**src/rtl/sobel_frame_ctrl_pkg.sv**
```systemverilog
// Shared parameters and types for the sobel frame controller.
package sobel_frame_ctrl_pkg;

  localparam int MAX_PIXEL_BITS = 24;

  typedef enum logic [1:0] {
    ST_IDLE   = 2'd0,
    ST_ACTIVE = 2'd1,
    ST_DONE   = 2'd2
  } frame_state_e;

endpackage

```
**src/rtl/sobel_frame_ctrl_if.sv**
```systemverilog
// Pixel stream bundle between the sobel core, the frame controller and the downstream consumer.
interface sobel_frame_ctrl_if #(
  parameter int FRAME_COLS = 16,
  parameter int FRAME_ROWS = 16
);
  import sobel_frame_ctrl_pkg::*;

  localparam int CW = $clog2(FRAME_COLS);
  localparam int RW = $clog2(FRAME_ROWS);

  // Valid-only stream, no ready: a strobe high on a rising edge transfers the
  // data beside it in that same cycle, and the sink must take every beat.
  logic                      px_rdy_i;
  logic [MAX_PIXEL_BITS-1:0] px_i;
  logic                      px_rdy_o;
  logic [MAX_PIXEL_BITS-1:0] px_o;
  logic [CW-1:0]             col_o;
  logic [RW-1:0]             row_o;
  logic                      sof_o;
  logic                      eol_o;
  logic                      eof_o;

  modport slave (
    input  px_rdy_i, px_i,
    output px_rdy_o, px_o, col_o, row_o, sof_o, eol_o, eof_o
  );

  modport master (
    output px_rdy_i, px_i,
    input  px_rdy_o, px_o, col_o, row_o, sof_o, eol_o, eof_o
  );

endinterface

```
**src/rtl/sobel_frame_ctrl_pos.sv**
```systemverilog
// Column/row position counter; col_o/row_o give the position of the pixel accepted this cycle.
module frame_pos_counter #(
  parameter int COLS = 16,
  parameter int ROWS = 16,
  parameter int CW   = $clog2(COLS),
  parameter int RW   = $clog2(ROWS)
) (
  input  logic          clk_i,
  input  logic          nreset_i,
  input  logic          clear_i,
  input  logic          inc_i,
  output logic [CW-1:0] col_o,
  output logic [RW-1:0] row_o,
  output logic          col_last_o,
  output logic          row_last_o
);

  logic [CW-1:0] col_q, col_d;
  logic [RW-1:0] row_q, row_d;

  // A clear coinciding with inc counts the incoming pixel as (0,0).
  assign col_o      = clear_i ? '0 : col_q;
  assign row_o      = clear_i ? '0 : row_q;
  assign col_last_o = (col_o == CW'(COLS - 1));
  assign row_last_o = (row_o == RW'(ROWS - 1));

  always_comb begin
    col_d = col_o;
    row_d = row_o;
    if (inc_i) begin
      if (col_last_o) begin
        col_d = '0;
        row_d = row_last_o ? '0 : row_o + RW'(1);
      end else begin
        col_d = col_o + CW'(1);
      end
    end
  end

  always_ff @(posedge clk_i) begin
    if (!nreset_i) begin
      col_q <= '0;
      row_q <= '0;
    end else begin
      col_q <= col_d;
      row_q <= row_d;
    end
  end

endmodule

```
**src/rtl/sobel_frame_ctrl.sv**
```systemverilog
// Frame controller: tags the sobel pixel stream with position/frame flags and tracks frame completion.
module sobel_frame_ctrl
  import sobel_frame_ctrl_pkg::*;
#(
  parameter int FRAME_COLS = 16,
  parameter int FRAME_ROWS = 16
) (
  input  logic               clk_i,
  input  logic               nreset_i,
  input  logic               start_i,
  input  logic               clear_i,
  sobel_frame_ctrl_if.slave  px_if,
  output logic               frame_done_o,
  output logic               busy_o,
  output logic               err_o,
  output frame_state_e       state_o
);

  localparam int CW = $clog2(FRAME_COLS);
  localparam int RW = $clog2(FRAME_ROWS);

  frame_state_e              state_q, state_d;
  logic                      px_rdy_q, sof_q, eol_q, eof_q;
  logic [MAX_PIXEL_BITS-1:0] px_q, px_d;
  logic [CW-1:0]             col_q, col_d, pos_col;
  logic [RW-1:0]             row_q, row_d, pos_row;
  logic                      done_q, done_d;
  logic                      err_q, err_d;
  logic                      col_last, row_last;
  logic                      accept, at_eof;

  frame_pos_counter #(
    .COLS (FRAME_COLS),
    .ROWS (FRAME_ROWS),
    .CW   (CW),
    .RW   (RW)
  ) u_pos (
    .clk_i      (clk_i),
    .nreset_i   (nreset_i),
    .clear_i    (start_i),
    .inc_i      (accept),
    .col_o      (pos_col),
    .row_o      (pos_row),
    .col_last_o (col_last),
    .row_last_o (row_last)
  );

  // start_i opens the frame in the same cycle, so a coincident pixel is kept.
  assign accept = px_if.px_rdy_i && (start_i || (state_q == ST_ACTIVE));
  assign at_eof = col_last && row_last;

  always_comb begin
    state_d = state_q;
    done_d  = done_q;
    err_d   = err_q;
    px_d    = px_q;
    col_d   = col_q;
    row_d   = row_q;

    case (state_q)
      ST_IDLE:   if (start_i) state_d = ST_ACTIVE;
      ST_ACTIVE: state_d = ST_ACTIVE;
      ST_DONE: begin
        if (start_i)      state_d = ST_ACTIVE;
        else if (clear_i) state_d = ST_IDLE;
      end
      default:   state_d = ST_IDLE;
    endcase

    if (start_i || clear_i) done_d = 1'b0;
    if (clear_i)            err_d  = 1'b0;
    if (px_if.px_rdy_i && !accept) err_d = 1'b1;

    if (accept) begin
      px_d  = px_if.px_i;
      col_d = pos_col;
      row_d = pos_row;
      if (at_eof) begin
        state_d = ST_DONE;
        done_d  = 1'b1;
      end
    end
  end

  always_ff @(posedge clk_i) begin
    if (!nreset_i) begin
      state_q  <= ST_IDLE;
      px_rdy_q <= 1'b0;
      px_q     <= '0;
      col_q    <= '0;
      row_q    <= '0;
      sof_q    <= 1'b0;
      eol_q    <= 1'b0;
      eof_q    <= 1'b0;
      done_q   <= 1'b0;
      err_q    <= 1'b0;
    end else begin
      state_q  <= state_d;
      px_rdy_q <= accept;
      px_q     <= px_d;
      col_q    <= col_d;
      row_q    <= row_d;
      sof_q    <= accept && (pos_col == '0) && (pos_row == '0);
      eol_q    <= accept && col_last;
      eof_q    <= accept && at_eof;
      done_q   <= done_d;
      err_q    <= err_d;
    end
  end

  assign px_if.px_rdy_o = px_rdy_q;
  assign px_if.px_o     = px_q;
  assign px_if.col_o    = col_q;
  assign px_if.row_o    = row_q;
  assign px_if.sof_o    = sof_q;
  assign px_if.eol_o    = eol_q;
  assign px_if.eof_o    = eof_q;
  assign frame_done_o   = done_q;
  assign busy_o         = (state_q == ST_ACTIVE);
  assign err_o          = err_q;
  assign state_o        = state_q;

endmodule

```
**src/flat_wrapper.sv**
```systemverilog
// flat-port wrapper written by rule: the top's interface ports become plain ports
module sobel_frame_ctrl_flat import sobel_frame_ctrl_pkg::*;
#(
  parameter int FRAME_COLS = 16,
  parameter int FRAME_ROWS = 16
)
  (clk_i, nreset_i, start_i, clear_i, frame_done_o, busy_o, err_o, state_o, px_if_px_rdy_i, px_if_px_i, px_if_px_rdy_o, px_if_px_o, px_if_col_o, px_if_row_o, px_if_sof_o, px_if_eol_o, px_if_eof_o);
  sobel_frame_ctrl_if #(.FRAME_COLS(FRAME_COLS), .FRAME_ROWS(FRAME_ROWS)) px_if_i ();
  input  logic clk_i;
  input  logic nreset_i;
  input  logic start_i;
  input  logic clear_i;
  output logic frame_done_o;
  output logic busy_o;
  output logic err_o;
  output frame_state_e state_o;
  input wire logic [$bits(px_if_i.px_rdy_i)-1:0] px_if_px_rdy_i;
  input wire logic [$bits(px_if_i.px_i)-1:0] px_if_px_i;
  output wire logic [$bits(px_if_i.px_rdy_o)-1:0] px_if_px_rdy_o;
  output wire logic [$bits(px_if_i.px_o)-1:0] px_if_px_o;
  output wire logic [$bits(px_if_i.col_o)-1:0] px_if_col_o;
  output wire logic [$bits(px_if_i.row_o)-1:0] px_if_row_o;
  output wire logic [$bits(px_if_i.sof_o)-1:0] px_if_sof_o;
  output wire logic [$bits(px_if_i.eol_o)-1:0] px_if_eol_o;
  output wire logic [$bits(px_if_i.eof_o)-1:0] px_if_eof_o;
  assign px_if_i.px_rdy_i = px_if_px_rdy_i;
  assign px_if_i.px_i = px_if_px_i;
  assign px_if_px_rdy_o = px_if_i.px_rdy_o;
  assign px_if_px_o = px_if_i.px_o;
  assign px_if_col_o = px_if_i.col_o;
  assign px_if_row_o = px_if_i.row_o;
  assign px_if_sof_o = px_if_i.sof_o;
  assign px_if_eol_o = px_if_i.eol_o;
  assign px_if_eof_o = px_if_i.eof_o;
  sobel_frame_ctrl #(.FRAME_COLS(FRAME_COLS), .FRAME_ROWS(FRAME_ROWS)) u_core (.clk_i(clk_i), .nreset_i(nreset_i), .start_i(start_i), .clear_i(clear_i), .px_if(px_if_i), .frame_done_o(frame_done_o), .busy_o(busy_o), .err_o(err_o), .state_o(state_o));
endmodule
```
**config.mk**
```make
export PLATFORM = sky130hd
export DESIGN_NAME = sobel_frame_ctrl_flat
export DESIGN_NICKNAME = d
export VERILOG_FILES = /design/src/rtl/sobel_frame_ctrl_pkg.sv /design/src/rtl/sobel_frame_ctrl_if.sv /design/src/rtl/sobel_frame_ctrl_pos.sv /design/src/rtl/sobel_frame_ctrl.sv /design/src/flat_wrapper.sv
export SDC_FILE = /design/constraint.sdc
export NUM_CORES = 1
export LEC_CHECK = 0
export ABC_CLOCK_PERIOD_IN_PS = 5800
export CAP_MARGIN = 20
export CELL_PAD_IN_SITES_DETAIL_PLACEMENT = 0
export CELL_PAD_IN_SITES_GLOBAL_PLACEMENT = 2
export CORE_UTILIZATION = 27
export DETAILED_ROUTE_END_ITERATION = 12
export PLACE_DENSITY = 0.87
export SLEW_MARGIN = 20
export SYNTH_ARGS = -nofsm -noshare
export SYNTH_HDL_FRONTEND = slang
export SYNTH_SLANG_ARGS = --single-unit
```
**constraint.sdc**
```tcl
create_clock -name clk_i -period 5.8 [get_ports clk_i]
set_input_delay 1.45 -clock clk_i [delete_from_list [all_inputs] [get_ports clk_i]]
set_output_delay 1.45 -clock clk_i [all_outputs]
set_load 0.05 [all_outputs]
```
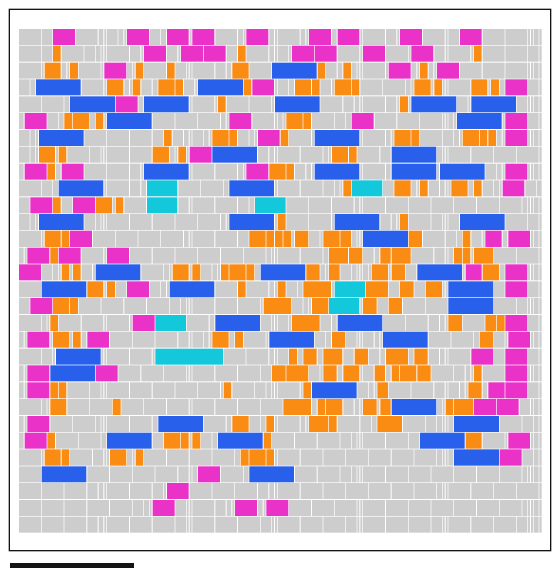
*Cells colored by class, run 1*
The bar under the picture is 20 um long. Fill, decap, tap and diode cells in gray.
Key: clock drivers and dummy loads = cyan [cells 8]; all other logic = orange [cells 163]; flip-flops = blue [cells 48]; other buffers and delay cells = magenta [cells 72]
core area: 6910 um^2
FP Rows: 30
Non-Filler Cell Area, Final: 2840 um^2
fin util: 0.411
Seq area share: 0.338

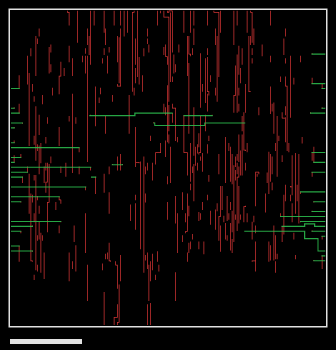
*Signal wires by layer, run 1*
The bar under the picture is 20 um long. Two of the layers only.
Key: met2 = red [wire length 1,970 um]; met3 = green [wire length 290 um]
GR Util All Layers: 0.121
wire per inst: 11.3 um
detailed-route via count: 1,685
total wire length: 4380 um

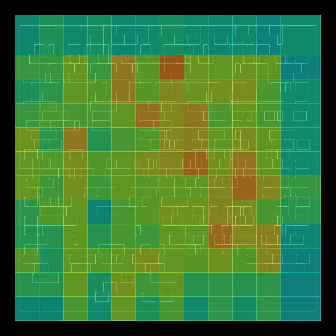
*Track usage over the die, run 1*
met3 global-route usage: 0.0445
met2 usage: 0.190
most used routing layer in global routing: met2
GR met1 Demand/Resource: 0.152

==> notes.md, run 1 <==
Flow results.

- The routability-driven placement congestion ratio is ~0.66.
- The fraction of final cell area spent on clock buffers and inverters in this run is 0.0445.
- The number of gates resized after cts is 0.
- The count of warning messages emitted by the tools is 28.
- The via density per instance is 4.35.
- The number of distinct standard cells referenced by the synthesized netlist is 32.
- Yosys stat counts 227 cells in the synthesized netlist.
- The layout summary lists the proportion of cells stronger than drive strength 1 as 0.0447.
- The report lists the power per cell area as ~260 nW/um^2.
- Pins over their slew limit in the final report were tallied at 0.
- The top-level port count is ~70.
- Switching power as a fraction of the total was reported as 0.262.
- Of the total synthesized cell area, the portion taken by XOR and XNOR cells is 0.00891.
- For this run, the top clock speed supported by timing is 276 MHz.
- The via count of the first global-routing pass was 1,535.
- The launch point of the worst register-to-register path is recorded as u_core.u_pos.col_q[0].
- Setup repair after global routing left no endpoint under its margin.
- Counting every instance in the synthesized netlist gives about 230.
- Dividing the synthesized area by the synthesized cell count gives 8.66 um^2.
- The port buffer count is 69.
- Looking at the worst setup and hold paths, the clock pins of their registers show a slew of around 0.09 ns.
- For reference, the mux area share after synthesis is 0.00509.
- The kind of launch point of the worst setup path is an input port.
- Across the VDD grid, the largest voltage drop is around 120 uV.
- As reported, the later end of the worst-skew pair has a clock insertion delay of approximately 0.30 ns.
- Clock tree synthesis selected as its root buffer the cell clkbuf_8.
- The post-detailed-route count of antenna-violating nets is 0.
- Multi-input combinational cells in the finished layout were counted as 156.
- The final cycle utilization of the critical path is 0.624.
- The proportion of cell area occupied by multi-input gates is 0.315.
- The clock tree has to reach 48 sinks.
- Summing all multi-input logic gate instances after layout gives 895 um^2.
- The met2 routed wirelength is 1970 um.
- Counting the warning lines in the Yosys log gives 0.
- The first-pass GRT wire length is around 7100 um.
- The area growth from synthesis to layout is 44.6%.
- Fill cells in the final layout number 758.
- The maximum clock skew at final layout is about 0.0052 ns.
- Per the OpenROAD floorplan log, the height of the die is 87.3 um.
- After routing, the total negative slack on setup checks comes to 0 ns.
- The clock tree buffer depth is 2.
- After legalization and detailed placement, the total HPWL measured 2790 um.
- There are 48 flip-flops and latches.
- The worst setup path is captured at a register.
- The clock buffers instantiated in the layout total 7.
- The beginning of the critical path is start_i.
- The pin count of the biggest net entering global routing is 48.
- Across the placement rows, the number of tap cells is approximately 96.
- The full die area is ~7600 um^2.
- The clock tree synthesis step divided the H-tree into 2 levels.
- Summed over all nets, wire length on met3 after detailed routing comes to 289 um.
- The number of non-clock inverters is 7.
- The first-pass iteration count of the detailed router is 4.
- The final tally of hold violations is 0.
- The hold-fix buffer count after cts is 0.
- The start point of the worst hold path is u_core.px_if.px_o[2].
- TritonCTS built the clock tree.
- The run finished with clean final reports.
- The power report attributes to the combinational group a share of 0.167.
- In this run, the synthesized area fraction spent on and/or/nand/nor cells is recorded as 0.234.
- The final-stage net count is 323.
- The required time at the worst-slack endpoint is ~6 ns.
- The largest contributor to cell area by class is sequential cells.
- The register share of total power is 0.472.
- In this run the power spent charging and discharging nets is 192 uW.
- The cell area after placement is 2720 um^2.
- The number of antenna repair diodes is 0.
- The largest non-sequential cell family by area is simple AND/OR/NAND/NOR gates.
- After layout, the minimum clock period comes to 3.62 ns.
- In the final report, the number of endpoints failing setup comes to 0.
- The detailed placer reported the number of placed instances as about 380.
- Post-CTS timing repair inserted 0 buffers for setup.
- The final instance count without filler cells is just under 400.
- The most critical hold endpoint after final layout shows a slack of 0.454 ns.
- The AND-OR/OR-AND share of the synthesized area is 0.182.
- The routed metal-1 wire length is 2080 um.
- The type of the worst min-delay path is register to register.
- After synthesis the netlist holds a flip-flop and latch count of 48.
- The sequential cell area is 961 um^2.
- The power report lists cell-internal power as 542 uW.
- The number of clock buffers inserted by TritonCTS is 5.
- The total overflow left after global routing is 0.
- Of the total power, the clock network draws 0.361.
- For this design the static power due to leakage is 0.00106 uW.
- The area fraction in full adders, half adders and majority gates is 0.0255.
- From left edge to right edge, the die measures ~87 um.
- At the pin with the least slew margin, the transition time is 0.618 ns.
- Counting plain and timing-repair buffers in the layout gives 72.
- For this run, the register share of the synthesized area comes to 0.489.
- When the netlist entered floorplanning its net count stood at between 200 and 300.
- The netlist area before placement is just under 2000 um^2.
- The number of antenna violations at the first check in global routing is 0.
- The initial utilization of the core area, before any placement, comes to 0.285.
- The initial detailed-routing violation count is 48.
- The highest layer touched by signal routing is met4.
- The DRC violation total left in the routed layout is recorded as 0.
- The tool flagged a number of max-cap violations equal to 0.
- The worst setup path is of the input port to register kind.
- The critical-path maximum fanout is 16.
- The data arrival time of the critical path is between 3 and 4 ns.
- The area recorded from the Yosys report for this design is 1970 um^2.
- Measured on the final layout, buffering overhead outside the clock network stands at 0.251.
[run 1: synth_stat cells]
library cell | n | area (um^2)
a21boi_0 | 29 | 218
a21boi_1 | 4 | 30.0
a21o_1 | 2 | 15.0
a21oi_1 | 3 | 15.0
a31o_1 | 1 | 8.76
a32o_1 | 1 | 10.0
and2_1 | 2 | 12.5
and2b_1 | 1 | 7.51
and3_1 | 4 | 25.0
and3_4 | 1 | 11.3
and4b_1 | 1 | 10.0
buf_2 | 4 | 20.0
buf_4 | 5 | 37.5
clkbuf_1 | 7 | 26.3
dfxtp_1 | 48 | 961
ha_1 | 4 | 50.1
inv_1 | 7 | 26.3
mux2i_1 | 1 | 10.0
nand2_1 | 68 | 255
nand2b_1 | 2 | 12.5
nand3_1 | 1 | 5.00
nand3b_1 | 1 | 7.51
nand4b_1 | 2 | 17.5
nor2_1 | 5 | 18.8
nor2b_1 | 10 | 62.6
nor3b_1 | 1 | 7.51
nor4_1 | 1 | 6.26
o211ai_1 | 3 | 22.5
o21a_1 | 2 | 15.0
o21ai_0 | 3 | 15.0
o21ai_2 | 1 | 8.76
xnor2_1 | 2 | 17.5
[run 1: path summary, 6_finish.rpt]
kind	slack [ns]	end	cells after the start
setup reg to reg	3.83	u_core.u_pos.row_q[3]	6
hold reg to reg	0.45	u_core.px_if.px_o[2]	2
hold / removal	0.45	u_core.px_if.px_o[2]	2
setup / recovery	2.18	u_core.u_pos.row_q[3]	7
[run 1: state kept, by name (all words and copies together), names as in the netlist, 2 cells and up]
register / flops
u_core.px_if.col_o: 4
u_core.state_o: 2
u_core.px_if.row_o: 4
u_core.u_pos.col_q: 4
u_core.u_pos.row_q: 4
u_core.px_if.px_o: 24
[run 1: per-stage QoR]
| step | worst slack [ns] | util | power (uW) |
|---|---|---|---|
| final | 2.18 | 0.411 | 734 |
| after global routing | 2.02 | 0.411 | 767 |
| after CTS | 2.19 | 0.411 | 745 |
| after detailed placement | 1.87 | 0.393 | 479 |
| after global placement | 1.93 | 0.393 | 478 |
| after floorplan | 2.86 | - | 429 |
[run 1: power by group through the flow]
stage                     Combinational [uW]  Sequential [uW]  Clock, uW
after floorplan                         36.1              393          0
after global placement                   124              354          0
after detailed placement                 124              354          0
after CTS                                125              347        273
after global routing                     132              348        287
final                                    123              346        265
[run 1: placed cells by master (no fill, tap or decap), drive strengths merged, types with 2 or more instances in the layout]
| master | Yosys | final |
|---|---|---|
| buf | 9 | 3 |
| and3 | 5 | 5 |
| inv | 7 | 7 |
| o211ai | 3 | 3 |
| clkbuf | 7 | 7 |
| o21a | 2 | 2 |
| a21boi | 33 | 33 |
| xnor2 | 2 | 2 |
| clkdlybuf4s50 | 0 | 69 |
| nand2 | 68 | 68 |
| and2 | 2 | 2 |
| a21oi | 3 | 3 |
| nor2 | 5 | 5 |
| nor2b | 10 | 10 |
| ha | 4 | 4 |
| a21o | 2 | 2 |
| nand4b | 2 | 2 |
| dfxtp | 48 | 48 |
| o21ai | 4 | 4 |
| nand2b | 2 | 2 |
[run 1: worst max-delay path, cell delays in order]
cell and delay [ns]:
clkdlybuf4s50_1 0.69, nor2b_1 0.44, ha_1 0.26, and4b_1 0.21
and3_1 0.36, o21ai_0 0.15, a32o_1 0.27
==> inputs of run 2 (changes only) <==
--- a/config.mk
+++ b/config.mk
@@ -5,13 +5,13 @@
 export SDC_FILE = /design/constraint.sdc
 export NUM_CORES = 1
 export LEC_CHECK = 0
-export ABC_CLOCK_PERIOD_IN_PS = 5800
+export ABC_CLOCK_PERIOD_IN_PS = 3700
 export CAP_MARGIN = 20
 export CELL_PAD_IN_SITES_DETAIL_PLACEMENT = 0
 export CELL_PAD_IN_SITES_GLOBAL_PLACEMENT = 2
-export CORE_UTILIZATION = 27
+export CORE_UTILIZATION = 25
 export DETAILED_ROUTE_END_ITERATION = 12
-export PLACE_DENSITY = 0.87
+export PLACE_DENSITY = 0.82
 export SLEW_MARGIN = 20
 export SYNTH_ARGS = -nofsm -noshare
 export SYNTH_HDL_FRONTEND = slang
==> constraint.sdc (replaced) <==
create_clock -name clk_i -period 3.7 [get_ports clk_i]
set_input_delay 0.925 -clock clk_i [delete_from_list [all_inputs] [get_ports clk_i]]
set_output_delay 0.925 -clock clk_i [all_outputs]
set_load 0.05 [all_outputs]
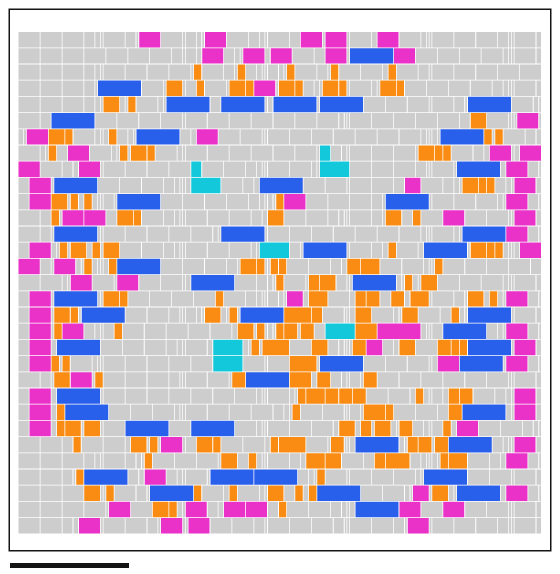
*Cells colored by class, run 2*
The bar under the picture is 20 um long. Fill, decap, tap and diode cells in gray.
Key: other buffers and delay cells = magenta [cells 74]; flip-flops = blue [cells 48]; all other logic = orange [cells 163]; clock drivers and dummy loads = cyan [cells 8]

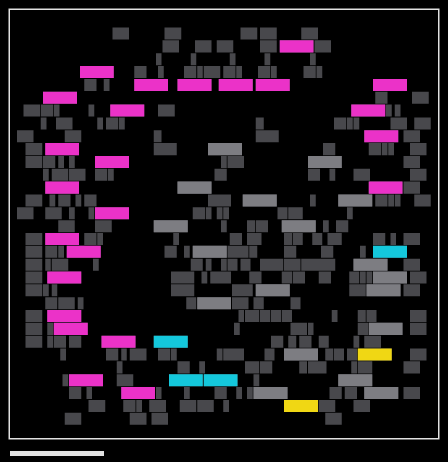
*Sequential cells colored by netlist name, run 2*
The bar under the picture is 20 um long. Other sequential cells in the stronger gray, the rest of the logic in the fainter gray.
Key: u_core.state_o = yellow [placed flops 2]; u_core.px_if.px_o = magenta [placed flops 24]; u_core.px_if.row_o = cyan [placed flops 4]

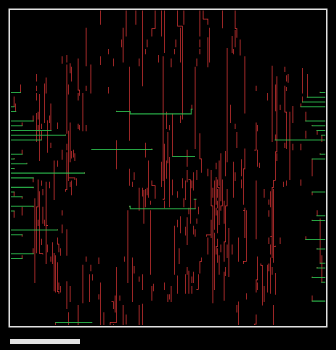
*Signal wires by layer, run 2*
The bar under the picture is 20 um long. Two of the layers only.
Key: met3 = green [wire length 282 um]; met2 = red [wire length 1,890 um]

==> notes.md, run 2 <==
Flow results.

- The run finished with clean final reports.
- The critical path endpoint category is an output pin.
- The highest cell delay on the worst timing path is 0.91 ns.
- IR analysis of the VDD net gives a maximum drop of 146 uV.
- In this run the horizontal extent of the chip is 90.7 um.
- 0 antenna diodes ended up in the layout.
- The end of the worst register-to-register path is u_core.u_pos.row_q[3].
- The post-CTS hold buffer count recorded in the log is 0.
- The clock tree buffer depth is 2.
- The buffer-and-inverter tally for the worst setup path is 1.
- The setup slack on the worst flop-to-flop path is roughly 1.8 ns.
- The standby leakage power is 0.00106 uW.
- The critical path runs through a total of 2 cells.
- The total wirelength of the detailed-routed design is ~4400 um.
- The library cell with the highest instance count after synthesis is nand2_1.
- CTS placed an instance of clkbuf_8 at the clock tree root.
- The number of remaining DRC errors is 0.
- The full die area is between 8000 and 9000 um^2.
- The area growth from synthesis to layout is 44.4%.
- On the worst setup and hold paths after CTS, the clock-pin slew comes to 0.09 ns.
- Entering global routing, the biggest net connects 48 pins.
- The number of flip-flops in the largest register is 24.
- The most numerous logic cell after layout is clkdlybuf4s50_1.
- After routing, the total negative slack on setup checks comes to 0 ns.
- The later pin in the worst-skew pair is clocked with a latency of 0.29 ns.
- The initial detailed-routing violation count is 28.
- The cell area power density is between 300 and 400 nW/um^2.
- The completed layout was analyzed and its total power is 1060 uW.
- The cell accounting for the most synthesized area is dfxtp_1.
- Recorded from the global router log, the overflow total was 0.
- Setup repair after global routing left no endpoint under its margin.
- The Yosys step of the flow raised 0 warnings.
- Per the repair_timing log after CTS, setup buffers inserted total 0.
- The yosys synthesis chip area is ~2000 um^2.
- The beginning of the critical path is u_core.state_o[0].
- The pre-placement core utilization is 0.265.
- The TritonCTS clock tree is built.
- The synthesized netlist handed to floorplanning was reported with a cell count of between 200 and 250.
- The number of max-slew violations in the final report is 0.
- According to the timing report, the data required time at the worst endpoint equals 2.77 ns.
- On the critical path the largest part of the delay comes from buffers and inverters.
- Buffers inserted during clock tree synthesis total 5.
- In this run, synthesis inferred 0 flip-flops with an integrated enable.
- The cell sequence reported for the critical path is nor2b_1 -> clkdlybuf4s50_1.
- The count of cells along the worst register-to-register path is 6.
- Post-CTS repair ended up resizing 0 cells.
- The startpoint of the worst register-to-register path is u_core.u_pos.col_q[1].
- Counting the fill cells in the layout gives slightly below 800.
- The core region is 7410 um^2.
- In this run the worst hold path is classified as register to register.
- The clock period could shrink to 3.03 ns.
- The top-level port count is about 70.
- The first-pass iteration count of the detailed router is 2.
- The data arrival time of the critical path is between 2 and 2.5 ns.
- Port buffering added 69 buffers.
- The netlist area before placement is 1970 um^2.
- The post-detailed-route count of antenna-violating nets is 0.
- The via count of the first global-routing pass is 1,592.
- By instance count after routing, the leading logic cell types are clkdlybuf4s50_1 (69), nand2_1 (68), dfxtp_1 (48), a21boi_0 (29), nor2b_1 (10).
- The final report gives the core utilization as 0.383.
- Looking at the cell usage after synthesis, the top flip-flop cell is dfxtp_1.
- The commonest cells after synthesis are nand2_1 (68), dfxtp_1 (48), a21boi_0 (29).
- The routed design shows a via density per instance of 4.19.
- The total setup violations reported at the end of the flow is 0.
- The initialized floorplan defines 31 standard-cell rows.
- The worst setup path endpoint is busy_o.
- The worst setup path is of the register to output pin kind.
- The routed layout has 1,642 vias.
- The cell count in the Yosys report is about 230.
- The number of distinct standard cells referenced by the synthesized netlist is 32.
- The start point of the worst hold path is u_core.frame_done_o.
- Per the slew report, the remaining headroom to the max-slew limit stands at 0.602.
- Clock skew on the completed layout was measured at 0.00483 ns.
- According to the CTS report, the clock sink count is 48.
- The slowest cell on the critical path is clkdlybuf4s50_1.
- The count of warning messages emitted by the tools is 28.
- Endpoints failing hold in the final report were tallied at 0.
- The final cycle utilization of the critical path is 0.820.
- The total global routing track utilization is 0.114.
- In this run the mean area of a mapped cell was 8.66 um^2.
- The finished design was reported to have a net count of 325.
- The total of flip-flops plus latches after synthesis is around 48.
- The flow reports an fmax of 330 MHz.
- The estimated wirelength of the detail-placed design is 2920 um.
- The number of antenna violations at the first check in global routing is 0.
- Of all flip-flops after synthesis, the portion carrying an async set or reset was 0.
- Per Yosys stat, the portion of area used by sequential elements is 0.489.
- Per the run summary, max-cap violations total 0.
- The slew at the pin with the worst max-slew slack is 0.596 ns.
- The critical-path maximum fanout is 8.
- CTS built an H-tree with a depth of 2.
- Per the final layout report, the fraction of cells sized above drive strength 1 comes to 0.0512.
- For reference, the top cells by area after synthesis are dfxtp_1 (49%), nand2_1 (13%), a21boi_0 (11%).
- The first-pass GRT wire length is 7450 um.
- For this sky-water flow run, the detailed-routed wirelength per cell is reported as 11.2 um.
- The area fraction of the largest cell type after synthesis is 0.489.
- According to the floorplan report, the die height is 90.7 um.
- The routability-driven placement congestion ratio is about 0.66.
- The kind of launch point of the worst setup path is a register.
- The post-synthesis net count is roughly 260.
==> run 2: cell types whose count changed in the layout (fill, tap and decap cells not counted), sizes merged <==
cell	change
clkinv	+2
bufinv	-1
clkbuf	-1
buf	+2
==> run 2: power breakdown <==
| group | internal [uW] | total, uW | switching [uW] | leakage, uW |
|---|---|---|---|---|
| Combinational | 79.1 | 196 | 117 | 0.000619 |
| Clock | 149 | 322 | 173 | 0.0000510 |
| Sequential | 535 | 544 | 8.96 | 0.000391 |
==> run 2: metrics by stage <==
stage / hold WS [ns] / setup WS (ns) / instance area, um^2 / cells
after floorplan: 0.482 / 1.28 / 1970 / 227
after global placement: 0.437 / 0.739 / 2750 / 384
after detailed placement: 0.443 / 0.697 / 2750 / 384
after CTS: 0.466 / 0.663 / 2840 / 392
after global routing: 0.486 / 0.577 / 2840 / 392
final: 0.460 / 0.667 / 2840 / 392
==> run 2: worst min path at each step <==
stage	cells after the start	to
detailed placement	1	u_core.frame_done_o
global placement	1	u_core.frame_done_o
floorplan	2	u_core.u_pos.col_q[3]
finish	1	u_core.frame_done_o
global route	2	u_core.px_if.px_o[5]
CTS	1	u_core.frame_done_o
==> run 2: kinds of logic (layout without fill, tap and decap cells) <==
kind of cell | Yosys count | in the layout | share of synthesized area
xor gates and xnor gates | 2 | 2 | 0.00891
DFF | 48 | 48 | 0.489
muxes | 1 | 1 | 0.00509
adders and majority gates | 4 | 4 | 0.0255
and+or+nand+nor | 100 | 100 | 0.234
AOI/OAI and AO/OA | 49 | 49 | 0.182
buffers and inverters | 23 | 89 | 0.0560
==> run 2: routing by layer <==
metal,track usage,routed length (um),vias up
li1,-,-,865
met1,0.143,2170,720
met2,0.179,1890,53
met3,0.0379,282,4
met4,0.0484,61,0
met5,0,0,-
==> run 2: final cells by class <==
type | count | area, um^2 | area share
Sequential cell | 48 | 961 | 0.338
Multi-Input combinational cell | 156 | 895 | 0.315
Timing Repair Buffer | 74 | 741 | 0.261
Tap cell | 99 | 124 | 0.0436
Clock buffer | 6 | 82.6 | 0.0291
Inverter | 7 | 26.3 | 0.00926
Clock inverter | 2 | 10.0 | 0.00353
==> inputs of run 3 (changes only) <==
--- a/config.mk
+++ b/config.mk
@@ -5,7 +5,7 @@
 export SDC_FILE = /design/constraint.sdc
 export NUM_CORES = 1
 export LEC_CHECK = 0
-export ABC_CLOCK_PERIOD_IN_PS = 3700
+export ABC_CLOCK_PERIOD_IN_PS = 3200
 export CAP_MARGIN = 20
 export CELL_PAD_IN_SITES_DETAIL_PLACEMENT = 0
 export CELL_PAD_IN_SITES_GLOBAL_PLACEMENT = 2
==> constraint.sdc (replaced) <==
create_clock -name clk_i -period 3.2 [get_ports clk_i]
set_input_delay 0.8 -clock clk_i [delete_from_list [all_inputs] [get_ports clk_i]]
set_output_delay 0.8 -clock clk_i [all_outputs]
set_load 0.05 [all_outputs]
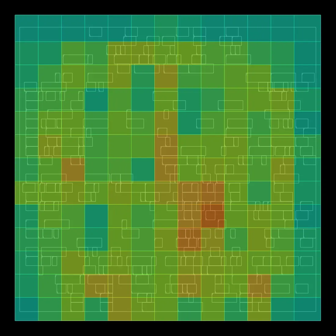
*Track usage over the die, run 3*
met3 global-route usage: 0.0446
fin util: 0.386
met2 usage: 0.179
wire per inst: 11.4 um
GR met1 Demand/Resource: 0.144

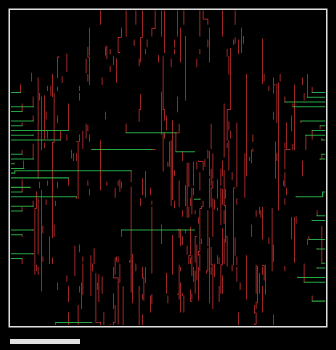
*Signal wires by layer, run 3*
The bar under the picture is 20 um long. Two of the layers only.
Key: met2 = red [wire length 1,930 um]; met3 = green [wire length 337 um]

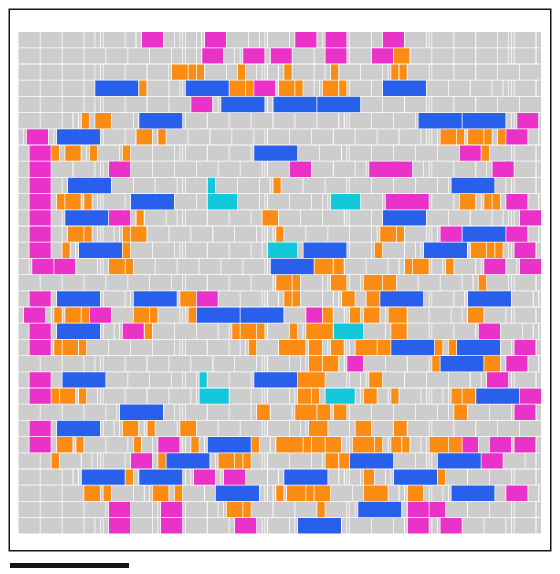
*Cells colored by class, run 3*
The bar under the picture is 20 um long. Fill, decap, tap and diode cells in gray.
Key: all other logic = orange [cells 163]; other buffers and delay cells = magenta [cells 75]; clock drivers and dummy loads = cyan [cells 8]; flip-flops = blue [cells 48]
Seq area share: 0.336
core area: 7410 um^2
Non-Filler Cell Area, Final: 2860 um^2
FP Rows: 31

==> notes.md, run 3 <==
Flow results.

- The flow ran to the end, and the final reports show no timing, DRC or antenna violations.
- The final total negative setup slack is 0 ns.
- The via density per instance is 4.24.
- In this run the worst setup path begins at u_core.state_o[0].
- For this run, the top clock speed supported by timing is 386 MHz.
- The aggregate global routing overflow is 0.
- The area fraction of the largest cell type after synthesis is 0.489.
- The tightest hold path in the finished design has a slack of 0.457 ns.
- According to the timing report, the arrival time at the worst endpoint equals 1.79 ns.
- The first-pass GRT wire length is 7650 um.
- The kind of launch point of the worst setup path is a register.
- The signal on the critical path passes through nor2b_1 -> buf_4 -> clkdlybuf4s50_1.
- Setup repair after global routing left no endpoint under its margin.
- By count the netlist is led by nand2_1 (68), dfxtp_1 (48), a21boi_0 (29).
- From synthesis to final layout, the design area changed by 45.3%.
- Hold repair after CTS inserted 0 buffers.
- The first detailed-routing pass ran for 3 iterations.
- The average cell area after synthesis is 8.66 um^2.
- TritonCTS built the clock tree.
- The final-stage net count is 326.
- The dominant register cell is dfxtp_1.
- Synthesis handed over a netlist of 227 instances.
- The cell accounting for the most synthesized area is dfxtp_1.
- The routability-driven placement congestion ratio is about 0.7.
- For the worst-skew pair, the clock arrives at the later sink with an insertion delay of 0.30 ns.
- In this run the cell area of the synthesized design comes to 1970 um^2.
- The die extent in y is 90.7 um.
- The critical-path maximum fanout is 8.
- The buffer-and-inverter tally for the worst setup path is 2.
- The yosys synthesis chip area is ~2000 um^2.
- The pin count of the biggest net entering global routing is about 48.
- Yosys instantiated no cell more often than nand2_1.
- The worst slew margin relative to its limit is 0.647.
- The warning tally printed by Yosys for this design is 0.
- The total number of H-tree levels is 2.
- Per the Yosys statistics, synthesis produced 227 cells.
- Once synthesis finished, the tally of register bits stood at 48.
- The tally of max-capacitance violations is 0.
- The number of gates resized after CTS was 0.
- The fraction of the yosys area taken by sequential cells is 0.489.
- The full die area is 8220 um^2.
- The number of nets in the synthesized netlist is 260.
- The total setup violations reported at the end of the flow is 0.
- The flow reported a cell area power density of 432 nW/um^2.
- From left edge to right edge, the die measures between 90 and 100 um.
- Per the cell usage report, the commonest logic cells after layout are clkdlybuf4s50_1 (69), nand2_1 (68), dfxtp_1 (48), a21boi_0 (29), nor2b_1 (10).
- The synthesis report lists the most area-consuming cells as dfxtp_1 (49%), nand2_1 (13%), a21boi_0 (11%).
- The via count of the first global-routing pass is ~1.6k.
- For this run, design rule violations remaining after detail routing come to 0.
- In this run the tool buffered the top-level ports with 69 buffer cells.
- The number of clock sinks came to 48.
- The layout report lists the combined flip-flop and latch area as 961 um^2.
- Post-route period utilization is reported as 0.809.
- The number of flip-flops in the largest register is 24.
- After the first detailed-routing iteration, the DRC count stood at 57.
- Total global-route track usage over all layers is 0.116.
- The number of fill cells is 776.
- The hold-critical path depth is 2.
- The vias after detailed routing is roughly 1.7k.
- The script extracted a total leakage power of around 0.0011 uW.
- The most numerous logic cell after layout is clkdlybuf4s50_1.
- The start point of the worst hold path is u_core.px_if.row_o[1].
- The highest supply drop recorded on VDD is 162 uV.
- The stage logs contain a warning count of 28.
- The HPWL after detailed placement is slightly below 3000 um.
- The area of the multi-input gates is 895 um^2.
- The class of the most critical setup path is register to output pin.
- The tree is rooted in a clkbuf_8.
- The data required time reported for the critical path is 2.40 ns.
- The share of final-layout standard cells stronger than drive strength 1 is 0.0476.
- The total wirelength of the detailed-routed design is 4480 um.
- In the synthesized netlist the async set-or-reset flop fraction comes to 0.
- For the worst flop-to-flop path, the logic depth is 6.
- The number of distinct standard cells referenced by the synthesized netlist is 32.
- The startpoint of the worst register-to-register path is u_core.u_pos.col_q[1].
- Once the clock tree was built, the setup fixing pass inserted 0 buffers.
- The pre-placement core utilization is 0.265.
- The timing report attributes the biggest portion of critical-path delay to buffers and inverters.
- The worst setup path is captured at an output pin.
- The clock tree buffer depth is 2.
- The final antenna diode tally reported by the flow is 0.
- The maximum clock skew at final layout is 0.00491 ns.
- Max-slew check failures listed in the final report amount to 0.
- The end of the worst register-to-register path is u_core.u_pos.row_q[3].
- The end of the worst hold path is u_core.px_if.row_o[1].
- The post-detailed-route count of antenna-violating nets is 0.
- STA reports a reg2reg setup slack of between 1 and 1.5 ns.
- Clock tree synthesis inserted a total of 5 buffers.
- The transition time recorded at the tightest slew-check pin is 0.528 ns.
- The clock-pin slew reported for the worst setup and hold paths after clock tree synthesis is 0.09 ns.
- For this design the top-level I/O count stands at around 70.
- The clock period minus worst slack is between 2 and 3 ns.
- Counting endpoints that fail hold in the final report gives 0.
- According to the hold report, the worst path is of the register to register type.
- Among all stages on the critical path, the maximum delay recorded is about 0.80 ns.
- The timing report shows that the slowest cell on the worst path is clkdlybuf4s50_1.
- The number of antenna violations at the first check in global routing is 0.
- Yosys mapped a number of flops with a built-in enable equal to 0.
run 3: cell counts after synthesis:
Identical to the previous run, type by type.
run 3: area by class of cell:
| type | instances | area share |
|---|---|---|
| well taps | 99 | 0.0434 |
| clock buffers | 8 | 0.0315 |
| inverters | 7 | 0.00920 |
| multi-input cells | 156 | 0.313 |
| repair buffers | 75 | 0.266 |
| flip-flops and latches | 48 | 0.336 |
run 3: layer usage:
layer,vias up,share of wire,track usage
met5,-,0,0
met4,0,0.016,0.0484
met3,5,0.075,0.0446
met2,51,0.43,0.179
met1,745,0.48,0.144
li1,867,-,-
run 3: through the flow:
stage	worst slack [ns]	power, uW	area [um^2]	std cells
after global routing	0.482	1310	2860	393
after floorplan	0.909	778	1970	227
after detailed placement	0.297	877	2770	385
final	0.612	1230	2860	393
after global placement	0.338	877	2770	385
after CTS	0.589	1260	2860	393
run 3: worst min-delay path, cell delays in order, from the launching register on:
cell and delay (ns):
dfxtp_1 0.32, nand2_1 0.05, a21boi_1 0.05
run 3: how the worst max path moves through the flow:
stage	to	depth (start not counted)	slack, ns
2_1_floorplan	u_core.state_o[1]	8	0.91
3_3_place_gp	u_core.u_pos.row_q[3]	7	0.34
3_5_place_dp	u_core.u_pos.row_q[3]	7	0.30
4_1_cts	busy_o	3	0.59
5_1_grt	u_core.u_pos.row_q[3]	7	0.48
6_report	busy_o	3	0.61
run 3: logic make-up (layout without fill, tap and decap cells):
family	Yosys count	in the layout	synth area share
fa+ha+maj	4	4	0.0255
mux	1	1	0.00509
simple gates	100	100	0.234
buf+inv	23	90	0.0560
xor+xnor	2	2	0.00891
flops	48	48	0.489
compound gates	49	49	0.182
run 3: power by group:
part	switching (uW)	total, uW	internal, uW
clock network	198	375	177
registers	10.3	629	618
logic	135	230	95.1
total	344	1230	890

==> screenshots <==
Local utilization.
The die is cut into 9 by 9 equal tiles; black is low, pale yellow is high, 0 to 100% covered.
Plate I
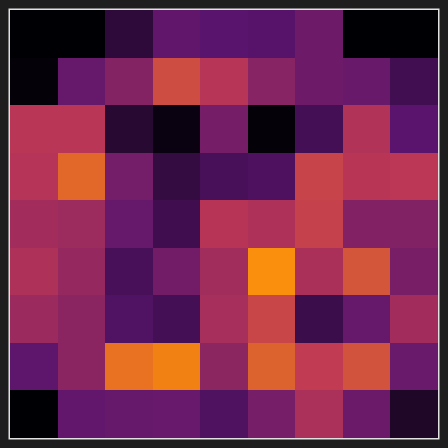
Plate II
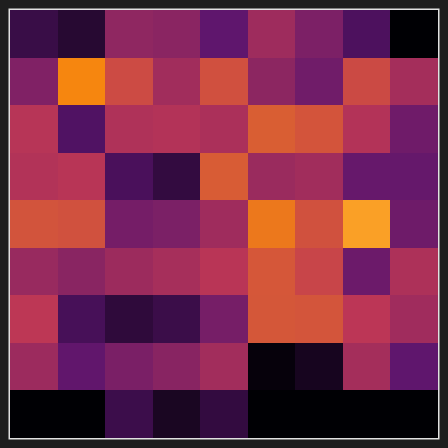
| from | picture |
|---|---|
| run 3 | Plate I |
| run 1 | Plate II |

Power is estimated from default activity; no workload was simulated.
